--- config.mk ---
export PLATFORM = sky130hd
export DESIGN_NAME = fp_mul_iter
export DESIGN_NICKNAME = d
export VERILOG_FILES = /design/src/rtl/fp_pkg.sv /design/src/rtl/fp_round_norm.sv /design/src/rtl/fp_mul_iter.sv
export SDC_FILE = /design/constraint.sdc
export NUM_CORES = 1
export LEC_CHECK = 0
export ABC_CLOCK_PERIOD_IN_PS = 7480
export CORE_AREA = 2 2 156 158
export DETAILED_ROUTE_END_ITERATION = 8
export DIE_AREA = 0 0 158 160
export PLACE_DENSITY_LB_ADDON = 0.1
export SLEW_MARGIN = 10
export SYNTH_ARGS = -nofsm -noshare
export SYNTH_HDL_FRONTEND = slang
export SYNTH_SLANG_ARGS = --single-unit
--- constraint.sdc ---
create_clock -name clk -period 7.48 [get_ports clk]
set_input_delay 1.122 -clock clk [delete_from_list [all_inputs] [get_ports clk]]
set_output_delay 1.122 -clock clk [all_outputs]
set_load 0.05 [all_outputs]
--- src/rtl/fp_pkg.sv ---
// Shared types and constants for the iterative fp32 multiplier.
package fp_pkg;

   // Rounding modes; encodings 101-111 fall back to RNE where decoded.
   typedef enum logic [2:0] {
      RM_RNE = 3'b000,
      RM_RTZ = 3'b001,
      RM_RDN = 3'b010,
      RM_RUP = 3'b011,
      RM_RMM = 3'b100
   } r_mode_e;

   typedef enum logic [1:0] {
      S_IDLE,
      S_MUL,
      S_ROUND,
      S_DONE
   } state_e;

   localparam int EXP_W  = 8;
   localparam int FRAC_W = 23;
   localparam int MANT_W = FRAC_W + 1;
   localparam int PROD_W = 2 * MANT_W;
   localparam int BIAS   = 127;

   localparam logic [31:0] QNAN     = 32'h7FC0_0000;
   localparam logic [31:0] INF_MAG  = 32'h7F80_0000;
   localparam logic [31:0] MAXF_MAG = 32'h7F7F_FFFF;

   typedef struct packed {
      logic              sign;
      logic [EXP_W-1:0]  exp;
      logic [FRAC_W-1:0] frac;
   } fp32_t;

endpackage

--- src/rtl/fp_round_norm.sv ---
// Normalizes the exact 48-bit mantissa product, rounds it and packs the fp32
// result together with the overflow/underflow flags.
module fp_round_norm
   import fp_pkg::*;
(
   input  logic [PROD_W-1:0] prod,
   input  logic signed [9:0] exp_pre,
   input  logic              sign,
   input  logic [2:0]        r_mode,
   output logic [31:0]       z,
   output logic              ovrf,
   output logic              udrf
);

   logic              top;
   logic [MANT_W-1:0] mant;
   logic              guard;
   logic              sticky;
   logic              inc;
   logic              carry;
   logic              unused_hidden;
   logic [FRAC_W-1:0] frac;
   logic signed [9:0] e_norm;
   logic signed [9:0] e_fin;

   // Normalize, round, then classify the rounded exponent.
   // NOTE: every output gets a default at the top of the block so no path
   // through the case statements can leave a latch behind.
   always_comb begin
      z    = '0;
      ovrf = 1'b0;
      udrf = 1'b0;
      inc  = 1'b0;

      // A product of two 1.x mantissas lies in [1,4): bit 47 selects the scale.
      top = prod[PROD_W-1];
      if (top) begin
         mant   = prod[47:24];
         guard  = prod[23];
         sticky = |prod[22:0];
      end else begin
         mant   = prod[46:23];
         guard  = prod[22];
         sticky = |prod[21:0];
      end
      e_norm = exp_pre + $signed({9'b0, top});

      case (r_mode)
         RM_RTZ:  inc = 1'b0;
         RM_RDN:  inc = sign & (guard | sticky);
         RM_RUP:  inc = ~sign & (guard | sticky);
         RM_RMM:  inc = guard;
         default: inc = guard & (sticky | mant[0]);
      endcase

      // On a carry-out the mantissa becomes exactly 1.0, so the fraction
      // bits below the hidden bit are already zero.
      {carry, unused_hidden, frac} = {1'b0, mant} + {{MANT_W{1'b0}}, inc};
      e_fin = e_norm + $signed({9'b0, carry});

      if (e_fin >= 10'sd255) begin
         ovrf = 1'b1;
         case (r_mode)
            RM_RTZ:  z = {sign, MAXF_MAG[30:0]};
            RM_RDN:  z = sign ? {sign, INF_MAG[30:0]} : {sign, MAXF_MAG[30:0]};
            RM_RUP:  z = sign ? {sign, MAXF_MAG[30:0]} : {sign, INF_MAG[30:0]};
            default: z = {sign, INF_MAG[30:0]};
         endcase
      end else if (e_fin <= 10'sd0) begin
         udrf = 1'b1;
         z    = {sign, 31'b0};
      end else begin
         z = {sign, e_fin[7:0], frac};
      end
   end

endmodule

--- src/rtl/fp_mul_iter.sv ---
// Sequential fp32 multiplier: radix-2^BITS_PER_CYCLE shift-add mantissa
// datapath, one rounding cycle, valid/ready handshakes on both sides.
module fp_mul_iter
   import fp_pkg::*;
#(
   parameter int BITS_PER_CYCLE = 1,  // legal: 1, 2, 3, 4, 6, 8, 12, 24
   parameter int MUL_STEPS      = 24 / BITS_PER_CYCLE
)(
   input  logic              clk,
   input  logic              rst,
   input  logic              in_valid,
   output logic              in_ready,
   input  logic [31:0]       fp_X,
   input  logic [31:0]       fp_Y,
   input  logic [2:0]        r_mode,
   output logic              out_valid,
   input  logic              out_ready,
   output logic [31:0]       fp_Z,
   output logic              ovrf,
   output logic              udrf,
   output logic [PROD_W-1:0] frc_Z_full,
   output logic [FRAC_W-1:0] frc_X,
   output logic [FRAC_W-1:0] frc_Y
);

   localparam logic [4:0] CNT_LAST = 5'(MUL_STEPS - 1);

   state_e              state;
   fp32_t               x_in;
   fp32_t               y_in;
   logic                in_sign;
   logic                x_nan, y_nan, x_inf, y_inf, x_zero, y_zero;
   logic                spec_hit;
   logic [31:0]         spec_z;

   logic [PROD_W-1:0]   mcand_sh;   // 1.fX, pre-shifted to the current digit weight
   logic [MANT_W-1:0]   mplier;     // remaining digits of 1.fY, LSB first
   logic [4:0]          cnt;
   logic                sign_q;
   logic [2:0]          r_mode_q;
   logic signed [9:0]   exp_pre;
   logic [PROD_W-1:0]   digit_ext;
   logic [PROD_W-1:0]   pp;

   logic [31:0]         rn_z;
   logic                rn_ovrf;
   logic                rn_udrf;

   assign x_in    = fp_X;
   assign y_in    = fp_Y;
   assign in_sign = x_in.sign ^ y_in.sign;

   // Accept only from IDLE and never while reset is asserted.
   assign in_ready = (state == S_IDLE) && !rst;

   // Operand classification and the result for special operands.
   always_comb begin
      x_nan  = (x_in.exp == 8'hFF) && (x_in.frac != '0);
      y_nan  = (y_in.exp == 8'hFF) && (y_in.frac != '0);
      x_inf  = (x_in.exp == 8'hFF) && (x_in.frac == '0);
      y_inf  = (y_in.exp == 8'hFF) && (y_in.frac == '0);
      // Denormals flush to zero, so an exponent field of 0 means zero.
      x_zero = (x_in.exp == '0);
      y_zero = (y_in.exp == '0);

      spec_hit = 1'b1;
      if (x_nan || y_nan || (x_inf && y_zero) || (y_inf && x_zero))
         spec_z = QNAN;
      else if (x_inf || y_inf)
         spec_z = {in_sign, INF_MAG[30:0]};
      else if (x_zero || y_zero)
         spec_z = {in_sign, 31'b0};
      else begin
         spec_hit = 1'b0;
         spec_z   = '0;
      end
   end

   // Partial product for the current multiplier digit.
   always_comb begin
      digit_ext = {{(PROD_W-BITS_PER_CYCLE){1'b0}}, mplier[BITS_PER_CYCLE-1:0]};
      pp        = mcand_sh * digit_ext;
   end

   fp_round_norm u_round (
      .prod    (frc_Z_full),
      .exp_pre (exp_pre),
      .sign    (sign_q),
      .r_mode  (r_mode_q),
      .z       (rn_z),
      .ovrf    (rn_ovrf),
      .udrf    (rn_udrf)
   );

   // Control FSM with the iteration datapath and registered outputs.
   // NOTE: state is updated with non-blocking assignments only, so every
   // register in this block samples the values from before the edge.
   always_ff @(posedge clk) begin
      if (rst) begin
         state      <= S_IDLE;
         fp_Z       <= '0;
         ovrf       <= 1'b0;
         udrf       <= 1'b0;
         out_valid  <= 1'b0;
         frc_Z_full <= '0;
         frc_X      <= '0;
         frc_Y      <= '0;
         mcand_sh   <= '0;
         mplier     <= '0;
         cnt        <= '0;
         sign_q     <= 1'b0;
         r_mode_q   <= '0;
         exp_pre    <= '0;
      end else begin
         case (state)
            S_IDLE: begin
               if (in_valid) begin
                  frc_X      <= x_in.frac;
                  frc_Y      <= y_in.frac;
                  sign_q     <= in_sign;
                  r_mode_q   <= r_mode;
                  exp_pre    <= $signed({2'b00, x_in.exp}) + $signed({2'b00, y_in.exp})
                                - 10'(BIAS);
                  frc_Z_full <= '0;
                  mcand_sh   <= {{MANT_W{1'b0}}, 1'b1, x_in.frac};
                  mplier     <= {1'b1, y_in.frac};
                  cnt        <= '0;
                  if (spec_hit) begin
                     fp_Z      <= spec_z;
                     ovrf      <= 1'b0;
                     udrf      <= 1'b0;
                     out_valid <= 1'b1;
                     state     <= S_DONE;
                  end else begin
                     state <= S_MUL;
                  end
               end
            end
            S_MUL: begin
               frc_Z_full <= frc_Z_full + pp;
               mcand_sh   <= mcand_sh << BITS_PER_CYCLE;
               mplier     <= mplier >> BITS_PER_CYCLE;
               cnt        <= cnt + 5'd1;
               if (cnt == CNT_LAST)
                  state <= S_ROUND;
            end
            S_ROUND: begin
               fp_Z      <= rn_z;
               ovrf      <= rn_ovrf;
               udrf      <= rn_udrf;
               out_valid <= 1'b1;
               state     <= S_DONE;
            end
            S_DONE: begin
               if (out_ready) begin
                  out_valid <= 1'b0;
                  state     <= S_IDLE;
               end
            end
            default: state <= S_IDLE;
         endcase
      end
   end

endmodule
==> flow_summary.ini <==
; flow metrics
[worst_setup_path]
crit_slowest_cell = sky130_fd_sc_hd__or3_1
worst_ep_arrival_time_ps = 7160
critical_path.startpoint_type = flip-flop
endpoint_kind = flip-flop
worstPathMaxFanout = 18

[global_route]
gr-total-overflow = 0
grt.met3_usage_pct = 6.95

[floorplanning]
std_cell_rows = 57
io_pins = 201

[finish]
layout-drive-gt1-share_pct = 4.79
numSequentialCells = 222
final_nets = 1965
dominant_cells = logic gates
area_growth_pct = 24.8
layout_top_registers = frc_Z_full (48), mcand_sh (48), fp_Z (32)
finish.instance_area_um2 = 15900
finalNonFillerCells = 2163

[yosys]
synth_flops = 222
synth.top_cells.by_area = sky130_fd_sc_hd__dfxtp_1 (35%), sky130_fd_sc_hd__nand2_1 (7.3%), sky130_fd_sc_hd__ha_1 (7.1%)
mux_area_share_pct = 0.823
leading_cell_types_by_count_after_synthesis = sky130_fd_sc_hd__nand2_1 (247), sky130_fd_sc_hd__dfxtp_1 (222), sky130_fd_sc_hd__nor2_1 (183)
synth.distinct_cells = 69
synth.cellmix.adderShare_pct = 7.52
compound_area_share_pct = 23.8
flop_cell = sky130_fd_sc_hd__dfxtp_1
synth_xor_xnor_area_share_pct = 4.53

[run]
maxCapViolCount = 0

[power]
p_leak_nw = 6.28
power.net_switching_mw = 1.79
clock_power_mw = 1.47

[clocking]
cts_repair_resizes = 0

[hold_path]
hold_path.startpoint = fp_Z[15]
holdPathStages = 2

[status]
outcome = complete, no violations

[detailed_routing]
first_iter_violations = 915

[timing]
post-route-period-util_pct = 90.2
Figure 1. Wire density map.
The bar under the picture is 50 um long. The die is cut into 32 by 32 equal tiles; dark blue is low, red is high, scaled to the fullest tile. Values are wire area over tile area, all layers added.
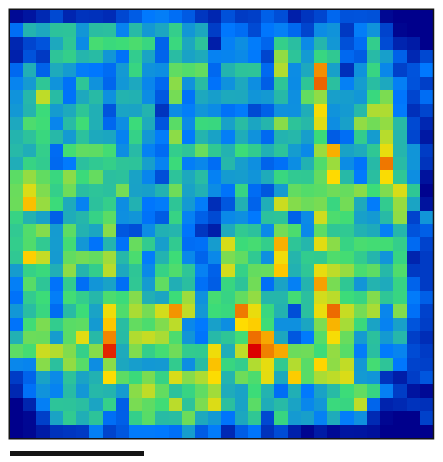
tiles over half the peak	24%
fullest tile	0.66
nearly empty tiles	2.3%
mean over tiles	0.25

Figure 2. Placement by cell class.
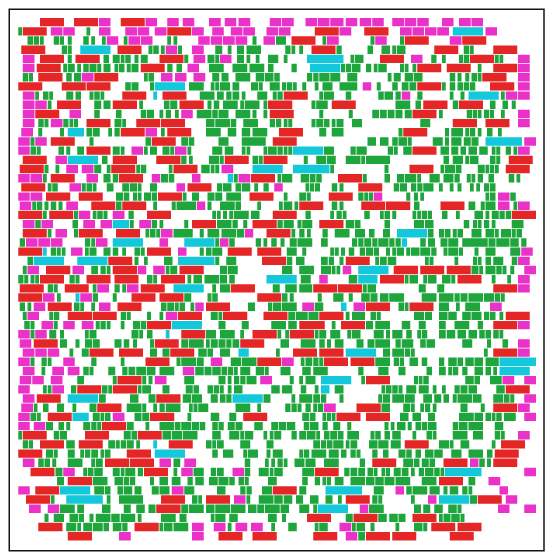
color	class	cells
cyan	clock drivers and dummy loads	48
red	flops	222
green	combinational and other logic	1348
magenta	other buffers and delay cells	221

Figure 3. Signal wires by layer.
The bar under the picture is 50 um long.
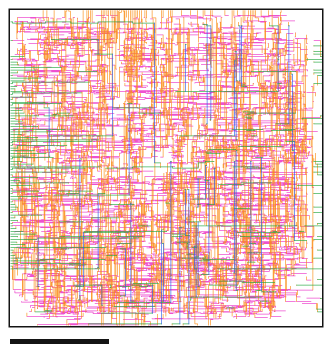
color	layer	wire length
orange	metal 2	18000 um
magenta	metal 1	16700 um
blue	metal 4	1590 um
green	metal 3	2570 um

Figure 4. Sequential cells grouped by signal name.
The bar under the picture is 50 um long. Other sequential cells in the stronger gray, the rest of the logic in the fainter gray.
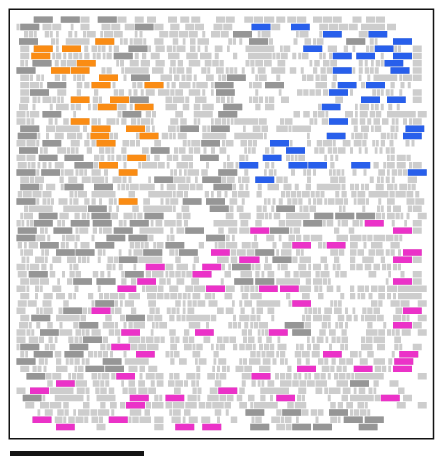
color	netlist name	placed flops
orange	mplier	24
magenta	frc_Z_full	48
blue	fp_Z	32
post-route core utilization: 66.9%
storage element area: 4450 um^2
register fraction of the total cell area: 27.9%
Power Sequential: 1.56 mW

Figure 5. Routing congestion map.
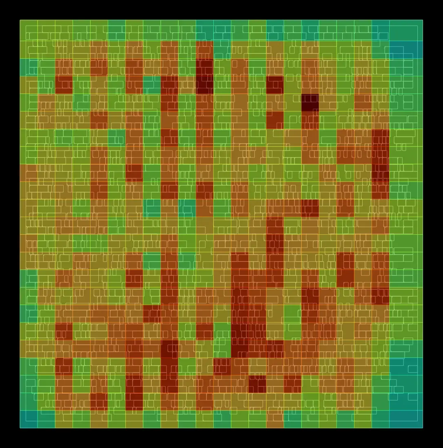
global routing usage summed across all routing layers: 30.2%
mean routed wirelength per cell: 18.0 um

Power figures rest on the tool's default switching activity, not on a simulated workload.
